### Placed cells, one color a class, run 1

Scale: 2 px per µm.
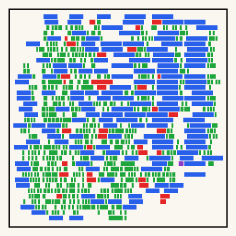
### Nets reached from selected ports, run 1

Scale: 4 px per µm.
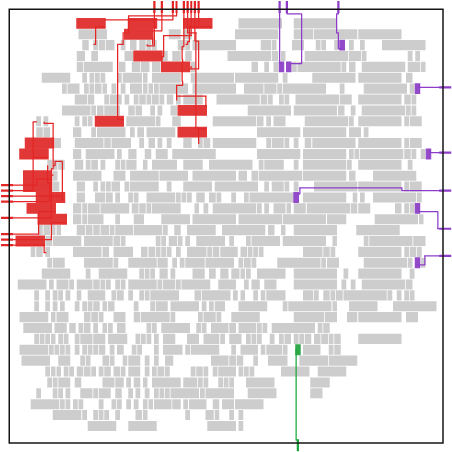
### Clock wiring as the flow saved it, run 1

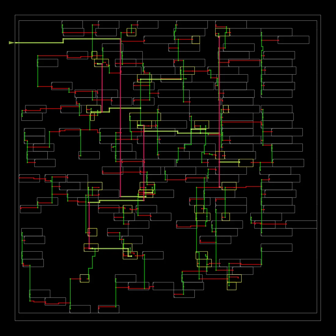
$ cat src/rtl/skin_pipe_ctrl.sv
// skin_pipe_ctrl: frame sequencer for a fixed-latency, non-stallable skin-tone
// detector. Pixels are issued only while credit remains. Credit is the FIFO
// space not already claimed by buffered or in-flight scores, so every score
// that leaves the detector has a FIFO slot waiting for it.
module skin_pipe_ctrl #(
    parameter  int LATENCY      = 4,
    parameter  int FIFO_DEPTH   = 8,
    parameter  int FRAME_PIXELS = 76800,
    parameter  int SCORE_TH     = 128,
    localparam int CW           = $clog2(FRAME_PIXELS + 1)
) (
    input  logic          clk,
    input  logic          rst,
    input  logic          start,
    output logic          busy,
    input  logic          pix_valid,
    output logic          pix_ready,
    input  logic [7:0]    pix_Y,
    input  logic [7:0]    pix_Cb,
    input  logic [7:0]    pix_Cr,
    output logic          det_valid,
    output logic [7:0]    det_Y,
    output logic [7:0]    det_Cb,
    output logic [7:0]    det_Cr,
    input  logic [7:0]    det_score,
    output logic          out_valid,
    input  logic          out_ready,
    output logic [7:0]    out_score,
    output logic          out_last,
    output logic          frame_done,
    output logic [CW-1:0] skin_count
);

    localparam int AW = $clog2(FIFO_DEPTH);
    localparam int NW = $clog2(FIFO_DEPTH + 1);
    localparam int IW = $clog2(LATENCY + 1);
    localparam int SW = $clog2(FIFO_DEPTH + LATENCY + 1);

    typedef enum logic [1:0] {IDLE, RUN, DRAIN} state_t;

    // One tag per detector stage: does this stage carry a real pixel, and is
    // it the final pixel of the frame.
    typedef struct packed {
        logic valid;
        logic last;
    } tag_t;

    typedef struct packed {
        logic       last;
        logic [7:0] score;
    } entry_t;

    state_t             state_q;
    logic               busy_q;
    logic               frame_done_q;
    logic [CW-1:0]      skin_count_q;
    logic [CW-1:0]      issue_cnt_q;
    logic [CW-1:0]      skin_acc_q;

    tag_t [LATENCY-1:0] tag_q;
    logic [IW-1:0]      inflight_q, inflight_d;

    entry_t             fifo_mem [FIFO_DEPTH];
    logic [AW-1:0]      wr_ptr_q, rd_ptr_q;
    logic [NW-1:0]      fifo_count_q, fifo_count_d;

    logic [SW-1:0]      occupancy;
    logic               issue_last;
    logic               push;
    logic               pop;
    logic               skin_hit;
    logic               drained;

    // Detector inputs are a straight copy of the upstream pixel.
    assign det_Y  = pix_Y;
    assign det_Cb = pix_Cb;
    assign det_Cr = pix_Cr;

    assign busy       = busy_q;
    assign frame_done = frame_done_q;
    assign skin_count = skin_count_q;

    assign out_valid = (fifo_count_q != '0);
    assign out_score = fifo_mem[rd_ptr_q].score;
    assign out_last  = out_valid && fifo_mem[rd_ptr_q].last;

    // Credit check, handshakes and next-state occupancy counts.
    // NOTE: every signal here is assigned on every pass, so no latch can form.
    always_comb begin
        occupancy    = SW'(fifo_count_q) + SW'(inflight_q);
        pix_ready    = (state_q == RUN) && (occupancy < SW'(FIFO_DEPTH));
        det_valid    = pix_valid && pix_ready;
        issue_last   = det_valid && (issue_cnt_q == CW'(FRAME_PIXELS - 1));
        push         = tag_q[LATENCY-1].valid;
        pop          = out_valid && out_ready;
        skin_hit     = push && (det_score >= 8'(SCORE_TH));
        inflight_d   = inflight_q + IW'(det_valid) - IW'(push);
        fifo_count_d = fifo_count_q + NW'(push) - NW'(pop);
        drained      = (inflight_q == '0) && (fifo_count_d == '0);
    end

    // Frame FSM with registered busy / frame_done / skin_count outputs.
    // NOTE: state is updated with non-blocking assignments so every register
    // samples the pre-edge values regardless of statement order.
    always_ff @(posedge clk) begin
        if (rst) begin
            state_q      <= IDLE;
            busy_q       <= 1'b0;
            frame_done_q <= 1'b0;
            skin_count_q <= '0;
            issue_cnt_q  <= '0;
            skin_acc_q   <= '0;
        end else begin
            frame_done_q <= 1'b0;
            if (det_valid) begin
                issue_cnt_q <= issue_cnt_q + CW'(1);
            end
            if (skin_hit) begin
                skin_acc_q <= skin_acc_q + CW'(1);
            end
            case (state_q)
                IDLE: begin
                    // A start landing on the frame_done cycle is dropped.
                    if (start && !frame_done_q) begin
                        state_q     <= RUN;
                        busy_q      <= 1'b1;
                        issue_cnt_q <= '0;
                        skin_acc_q  <= '0;
                    end
                end
                RUN: begin
                    if (issue_last) begin
                        state_q <= DRAIN;
                    end
                end
                DRAIN: begin
                    if (drained) begin
                        state_q      <= IDLE;
                        busy_q       <= 1'b0;
                        frame_done_q <= 1'b1;
                        skin_count_q <= skin_acc_q;
                    end
                end
                default: begin
                    state_q <= IDLE;
                    busy_q  <= 1'b0;
                end
            endcase
        end
    end

    // Tag shift register tracking the detector stages, plus FIFO bookkeeping.
    always_ff @(posedge clk) begin
        if (rst) begin
            tag_q        <= '0;
            inflight_q   <= '0;
            wr_ptr_q     <= '0;
            rd_ptr_q     <= '0;
            fifo_count_q <= '0;
        end else begin
            assert (!(push && (fifo_count_q == NW'(FIFO_DEPTH))));
            tag_q[0] <= tag_t'{valid: det_valid, last: issue_last};
            for (int i = 1; i < LATENCY; i++) begin
                tag_q[i] <= tag_q[i-1];
            end
            inflight_q   <= inflight_d;
            fifo_count_q <= fifo_count_d;
            if (push) begin
                wr_ptr_q <= wr_ptr_q + AW'(1);
            end
            if (pop) begin
                rd_ptr_q <= rd_ptr_q + AW'(1);
            end
        end
    end

    // Score storage, written whenever a tagged score leaves the detector.
    // NOTE: the array itself has no reset; pointers and count are reset, so
    // stale entries are never visible and the array can map onto plain RAM.
    always_ff @(posedge clk) begin
        if (push) begin
            fifo_mem[wr_ptr_q] <= entry_t'{last: tag_q[LATENCY-1].last, score: det_score};
        end
    end

endmodule

$ cat config.mk
export PLATFORM = sky130hd
export DESIGN_NAME = skin_pipe_ctrl
export DESIGN_NICKNAME = d
export VERILOG_FILES = /design/src/rtl/skin_pipe_ctrl.sv
export SDC_FILE = /design/constraint.sdc
export NUM_CORES = 1
export LEC_CHECK = 0
export ABC_AREA = 1
export ABC_CLOCK_PERIOD_IN_PS = 7800
export CAP_MARGIN = 10
export CORE_MARGIN = 1
export CORE_UTILIZATION = 60
export CTS_BUF_LIST = sky130_fd_sc_hd__clkbuf_2 sky130_fd_sc_hd__clkbuf_4 sky130_fd_sc_hd__clkbuf_8
export CTS_CLUSTER_SIZE = 24
export DETAILED_ROUTE_END_ITERATION = 8
export DONT_BUFFER_PORTS = 1
export HOLD_SLACK_MARGIN = 0.08
export PLACE_DENSITY = 0.76
export SLEW_MARGIN = 30
export SYNTH_ARGS = -nofsm -noshare
export SYNTH_HDL_FRONTEND = slang
export SYNTH_SLANG_ARGS = --single-unit
$ cat constraint.sdc
create_clock -name clk -period 7.8 [get_ports clk]
set_clock_uncertainty 0.05 [all_clocks]
set_input_delay 2.34 -clock clk [delete_from_list [all_inputs] [get_ports clk]]
set_output_delay 2.34 -clock clk [all_outputs]
set_load 0.02 [all_outputs]
==> results.yml, run 1 <==
# generated from flow reports
yosys:
  postSynthSeqShare_pct: 55.46
  top_cell_area_share_pct: 32.03
  top_cells_by_area: "edfxtp_1 32%, dfxtp_1 23%, nand2_1 8.3%"
  syn_inst: 749
  ys_cells: 749
power:
  power_frac_seq_pct: 47.4
  p_per_area_nw_per_um2: 268.6
  p_comb_w: 0.000430
  p_sw_w: 0.0006438
  vdd_drop_max_mv: 0.1367
  switching_share_pct: 34.23
  p_int_w: 0.001237
hold_path:
  whs_path_depth: 2
  holdPathEnd: "tag_q[4]"
place:
  place_inst: 840
  place_ws_ns: 2.277
  dp_hpwl_um: 8550
drt:
  drt_pass1_iterations: 6
  drcViolationCount: 0
  drt_wl_total_um: 12910
  drtIter0Drc: 231
  viasPerCell: 5.482
timing:
  period_used_pct: 70.76
  rsz0062_at_grt: "false"
  setup-tns-final_ns: 0
cells_and_area:
  syn2layout_area_growth_pct: 3.744
  final_util_pct: 64.32
  fin_cells: 872
flow_run:
  max_cap_violations: 0
outcome:
  status: "finished clean"
setup_path:
  r2r_slack_ns: 4.42
  startpoint_type: "input port"
  cp_num_buf_inv: 1
  cpPeakStageDelay_ns: 0.45
  end_kind: "output pin"
clock_network:
  cts_tree: "yes"
  max-clock-path-buffers: 2
grt:
  antenna_found_initial: 0
  overflow: 0
die:
  fp_util_pct: 62.00
  chip_area_um2: 11680
Notes on 'Placed cells, one color a class' above:
legend:
  blue:
    class: flip-flops
    cells: 151
    share_of_their_area: 55%
  red:
    class: clock drivers and dummy loads
    cells: 32
    share_of_their_area: 5.5%
  purple:
    class: other buffers and delay cells
    cells: 1
    share_of_their_area: 0.11%
  green:
    class: all other logic
    cells: 548
    share_of_their_area: 40%

Notes on 'Nets reached from selected ports' above:
legend:
  red:
    port: skin_count
    bits: 17
    direction: output
    end_cells: 17
    wire: 382 µm
  purple:
    port: out_score
    bits: 8
    direction: output
    end_cells: 8
    wire: 109 µm
  green:
    port: out_ready
    bits: 1
    direction: input
    end_cells: 1
    wire: 23.4 µm

Notes on 'Clock wiring as the flow saved it' above:
Layout clock buffers: 17
registers: 151
cts bufs inserted: 17
CTS Sinks: 151
P_clk: 0.000560 W

## run 1: cell usage after synthesis, types with 2 or more instances
cell type	number
nor2_2	3
xnor2_1	4
buf_4	26
fa_1	2
nand3b_1	2
nand4_1	20
or2_2	2
clkinv_1	2
nor3_1	10
xor2_1	18
inv_2	2
edfxtp_1	72
o32ai_1	18
o21ai_0	31
clkbuf_1	15
nor2_1	132
a21oi_1	37
a21oi_2	2
inv_1	65
dfxtp_1	79
nand3_1	20
nor2_4	4
nand2_2	2
ha_1	12
buf_2	6
nand2_1	150
buf_6	3
## run 1: registers in the layout, summed over array words and instances (netlist names), named ones only
name / flops
wr_ptr_q: 3
tag_q: 7
issue_cnt_q: 17
fifo_mem: 72
state_q: 2
fifo_count_q: 4
skin_count: 17
skin_acc_q: 17
rd_ptr_q: 3
frame_done: 1
inflight_q: 3
busy: 1
push: 1
## run 1: per-layer routing
layer	track usage, %	share of wire [%]	vias to the layer above
li1	-	-	2391
met1	27.94	42	2245
met2	40.31	49	120
met3	6.389	6.0	24
met4	10.57	2.3	0
met5	0	0	-
## run 1: logic make-up after synthesis
family          synth area share [%]
simple gates                   22.43
flops                          55.46
buf+inv                        8.508
compound gates                 7.933
xor+xnor                       2.854
fa+ha+maj                      2.817
## run 1: area by class of cell
| class | count | area (µm²) | area share (%) |
|---|---|---|---|
| sequential | 151 | 3745 | 53.48 |
| multi-input combinational | 479 | 2442 | 34.88 |
| clock inverter | 15 | 140.1 | 2.001 |
| tap | 140 | 175.2 | 2.501 |
| timing repair buffer | 1 | 7.507 | 0.1072 |
| clock buffer | 17 | 234.0 | 3.341 |
| inverter | 69 | 259.0 | 3.698 |
--- run 2 (diff from run 1) ---
--- a/config.mk
+++ b/config.mk
@@ -6,7 +6,7 @@
 export NUM_CORES = 1
 export LEC_CHECK = 0
 export ABC_AREA = 1
-export ABC_CLOCK_PERIOD_IN_PS = 7800
+export ABC_CLOCK_PERIOD_IN_PS = 5700
 export CAP_MARGIN = 10
 export CORE_MARGIN = 1
 export CORE_UTILIZATION = 60
==> constraint.sdc (replaced) <==
create_clock -name clk -period 5.7 [get_ports clk]
set_clock_uncertainty 0.05 [all_clocks]
set_input_delay 1.71 -clock clk [delete_from_list [all_inputs] [get_ports clk]]
set_output_delay 1.71 -clock clk [all_outputs]
set_load 0.02 [all_outputs]
### Clock distribution, run 2

Scale: 4 px per µm.
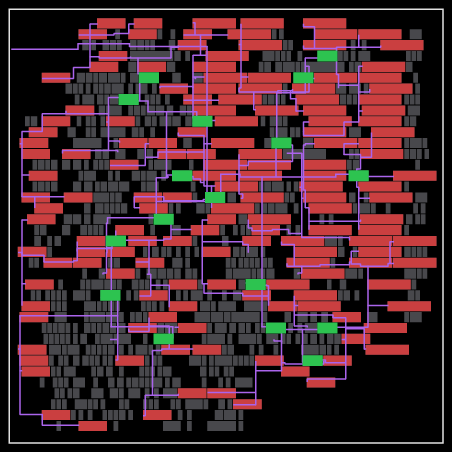
legend:
  red:
    item: flip-flops
    count: 151
  green:
    item: cells driving clock nets
    count: 17
  purple:
    item: clock wires
    length: 1590 µm
routed clock nets: 18

==> run 2 against run 1 <==
Net effect: cell count rose by 0.11%; critical path type unchanged; power is 41% higher; critical endpoint unchanged; critical path depth did not move.
==> results.yml, run 2 <==
# generated from flow reports
outcome:
  status: "finished clean"
power:
  switching_share_pct: 32.29
  vdd_drop_max_mv: 0.1818
  p_sw_w: 0.0008571
  p_clk_w: 0.000844
  p_int_w: 0.001797
yosys:
  postSynthSeqShare_pct: 55.46
  synth.most_common_cell: "nand2_1"
  ys_cells: 749
  top_cell_area_share_pct: 32.03
  syn_inst: 749
  synthTopCellsByCount: "150 x nand2_1, 132 x nor2_1, 79 x dfxtp_1"
grt:
  overflow: 0
  antenna_found_initial: 0
drt:
  drt_wl_total_um: 12780
  drt_pass1_iterations: 5
  viasPerCell: 5.497
  drcViolationCount: 0
flow_run:
  max_cap_violations: 0
place:
  dp_hpwl_um: 8276
setup_path:
  cp_num_buf_inv: 1
  end_kind: "output pin"
  cpPeakStageDelay_ns: 0.44
  r2r_slack_ns: 2.36
  startpoint_type: "input port"
timing:
  period_used_pct: 74.41
  setup-tns-final_ns: 0
clock_network:
  cts_num_sinks: 151
  cts_tree: "yes"
  cts_buffers: 17
hold_path:
  holdPathEnd: "tag_q[3]"
  hold_path_class: "reg2reg"
die:
  chip_area_um2: 11680
  fp_util_pct: 62.00
cells_and_area:
  largest_reg_flops: 72
  mostFrequentLayoutCells: "149 x nand2_1, 128 x nor2_1, 79 x dfxtp_1"
  syn2layout_area_growth_pct: 4.486
  regMostFlops: "fifo_mem"
## run 2: per-layer routing
layer | GRT usage [%] | share of wire, %
met1 | 29.81 | 43
met5 | 0 | 0
met2 | 38.31 | 50
met3 | 6.088 | 5.9
met4 | 10.18 | 1.4
## run 2: kinds of logic (layout without fill, tap and decap cells)
logic type                 count (synthesis)  in the layout  synth area share (%)
xor gates and xnor gates                  22             22                 2.854
DFF                                      151            151                 55.46
AOI/OAI and AO/OA                         91             91                 7.933
and+or+nand+nor                          352            352                 22.43
adders and majority gates                 14             14                 2.817
buffers and inverters                    119            103                 8.508
## run 2: per-stage QoR
step / total power [W] / instances / worst slack (ns) / util (%) / hold WS [ns]
floorplan: 0.001779 / 749 / 1.885 / - / 0.3383
global placement: 0.001808 / 841 / 1.493 / 60.85 / 0.3410
detailed placement: 0.001828 / 841 / 1.460 / 60.85 / 0.3447
CTS: 0.002663 / 873 / 1.234 / 64.66 / 0.3510
global route: 0.002789 / 873 / 1.362 / 64.78 / 0.3710
finish: 0.002655 / 873 / 1.458 / 64.78 / 0.3484
## run 2: how the worst max path moves through the flow
stage | end | startpoint
3_5_place_dp | det_valid | pix_valid
5_1_grt | det_valid | pix_valid
3_3_place_gp | det_valid | pix_valid
6_report | det_valid | pix_valid
4_1_cts | out_last | flip-flop
2_1_floorplan | det_valid | pix_valid
## run 2: cell type report
| type | count | area (µm²) | area share [%] |
|---|---|---|---|
| clock buffer | 21 | 264.0 | 3.743 |
| clock inverter | 11 | 151.4 | 2.147 |
| inverter | 69 | 259.0 | 3.672 |
| multi-input combinational | 479 | 2445 | 34.66 |
| sequential | 151 | 3744 | 53.08 |
| tap | 140 | 175.2 | 2.484 |
| timing repair buffer | 2 | 15.01 | 0.2129 |
--- run 3 (diff from run 2) ---
--- a/config.mk
+++ b/config.mk
@@ -6,7 +6,7 @@
 export NUM_CORES = 1
 export LEC_CHECK = 0
 export ABC_AREA = 1
-export ABC_CLOCK_PERIOD_IN_PS = 5700
+export ABC_CLOCK_PERIOD_IN_PS = 4310
 export CAP_MARGIN = 10
 export CORE_MARGIN = 1
 export CORE_UTILIZATION = 60
==> constraint.sdc (replaced) <==
create_clock -name clk -period 4.31 [get_ports clk]
set_clock_uncertainty 0.05 [all_clocks]
set_input_delay 1.293 -clock clk [delete_from_list [all_inputs] [get_ports clk]]
set_output_delay 1.293 -clock clk [all_outputs]
set_load 0.02 [all_outputs]
### The metal 3 layer, run 3

Scale: 3 px per µm.
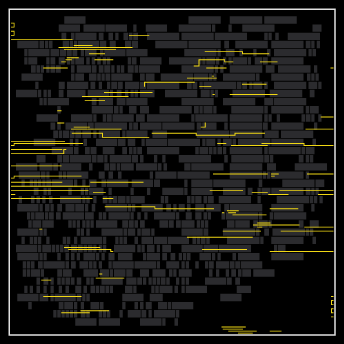
share of all routed wire: 7.6%
wire length on this layer: 998 µm
longest straight run: 26.9 µm
main direction: horizontal
nets with wire on the layer: 68

==> run 3 against run 2 <==
Net effect: sequential power is 35% higher; via count up 1.7%; cell count grew 0.23%; final area is 0.12% higher; global-route usage grew 0.36 points; setup slack got worse by 0.68 ns; largest power group unchanged; clock-buffer cell count fell by 3; highest routed layer unchanged; sequential share of layout area barely moved; die size did not move; area after synthesis did not move; hold slack gained 0.0051 ns.
==> results.yml, run 3 <==
# generated from flow reports
drt:
  drcViolationCount: 0
  drt_wl_total_um: 13090
  dr_wl_met3_um: 997
  wl_met1_um: 5388
  drt_pass1_iterations: 4
  wl_met2_um: 6517
  highest_layer: "met4"
  drtIter0Drc: 243
cells_and_area:
  regMostFlops: "fifo_mem"
  mostFrequentLayoutCells: "150 x nand2_1, 127 x nor2_1, 78 x dfxtp_1"
  syn2layout_area_growth_pct: 4.615
  largest_reg_flops: 72
hold_path:
  whs_path_depth: 2
  holdPathEnd: "push"
die:
  fp_util_pct: 62.00
power:
  power_frac_seq_pct: 46.0
  pwr-share-clk_pct: 31.6
  p_int_w: 0.002314
  switching_share_pct: 33.85
  vdd_drop_max_mv: 0.3029
  p_per_area_nw_per_um2: 495.4
clock_network:
  max-clock-path-buffers: 2
  cts_num_sinks: 151
  cts_tree: "yes"
timing:
  period_used_pct: 81.85
  setup-tns-final_ns: 0
yosys:
  synthTopCellsByCount: "150 x nand2_1, 132 x nor2_1, 79 x dfxtp_1"
  synthesis.area_um2: 6750
  edf_count: 72
  postSynthSeqShare_pct: 55.46
  syn_inst: 749
  ys_cells: 749
  top_cells_by_area: "edfxtp_1 32%, dfxtp_1 23%, nand2_1 8.3%"
  synth.most_common_cell: "nand2_1"
flow_run:
  max_cap_violations: 0
grt:
  antenna_found_initial: 0
  overflow: 0
setup_path:
  end_kind: "output pin"
  r2r_slack_ns: 0.92
  cp-startpoint: "inflight_q[2]"
  startpoint_type: "flip-flop"
  cp_num_buf_inv: 2
  critPathMaxFanout: 22
place:
  place_ws_ns: 0.6175
outcome:
  status: "finished clean"
## run 3: cell counts after synthesis
Identical to the previous run, type by type.
## run 3: cells by family after synthesis
kind of cell	synth area share, %
buffers and inverters	8.508
adders and majority gates	2.817
AOI/OAI and AO/OA	7.933
DFF	55.46
and+or+nand+nor	22.43
xor gates and xnor gates	2.854
## run 3: worst max-delay path by stage
stage / to / slack [ns] / cells past startpoint
6_report: det_valid / 0.78 / 7
5_1_grt: det_valid / 0.65 / 9
4_1_cts: det_valid / 0.78 / 9
3_5_place_dp: skin_count[15] / 0.62 / 12
3_3_place_gp: skin_count[3] / 0.75 / 12
2_1_floorplan: skin_count[10] / 1.07 / 13
## run 3: stage by stage
stage	area, µm²	hold slack (ns)	power (W)	util (%)	cells
after floorplan	6750	0.3383	0.002353	-	749
after global placement	6640	0.3428	0.002393	60.99	843
after detailed placement	6641	0.3448	0.002422	61.00	843
after CTS	7049	0.3583	0.003512	64.74	875
after global routing	7062	0.3585	0.003669	64.86	875
final	7062	0.3535	0.003498	64.86	875
## run 3: power by group through the flow
stage               Combinational (W)  Clock, W  Sequential (W)
finish                       0.000784   0.00110         0.00161
global route                 0.000869   0.00118         0.00162
CTS                          0.000781   0.00112         0.00161
detailed placement           0.000778         0         0.00164
global placement             0.000752         0         0.00164
floorplan                    0.000753         0         0.00160
## run 3: cell type report
type                       instances  area (µm²)  share of cell area (%)
inverter                          69       259.0                   3.668
timing repair buffer               4       30.03                  0.4252
multi-input combinational        479        2445                   34.62
sequential                       151        3745                   53.03
clock inverter                    14       166.4                   2.356
tap                              140       175.2                   2.481
clock buffer                      18       241.5                   3.420
## run 3: metal layers
layer / track usage (%) / vias up
met2: 40.90 / 157
li1: - / 2402
met4: 9.002 / 0
met5: 0 / -
met3: 8.318 / 24
met1: 27.66 / 2296
No activity file was given, so power comes from the tool's default toggle rates.
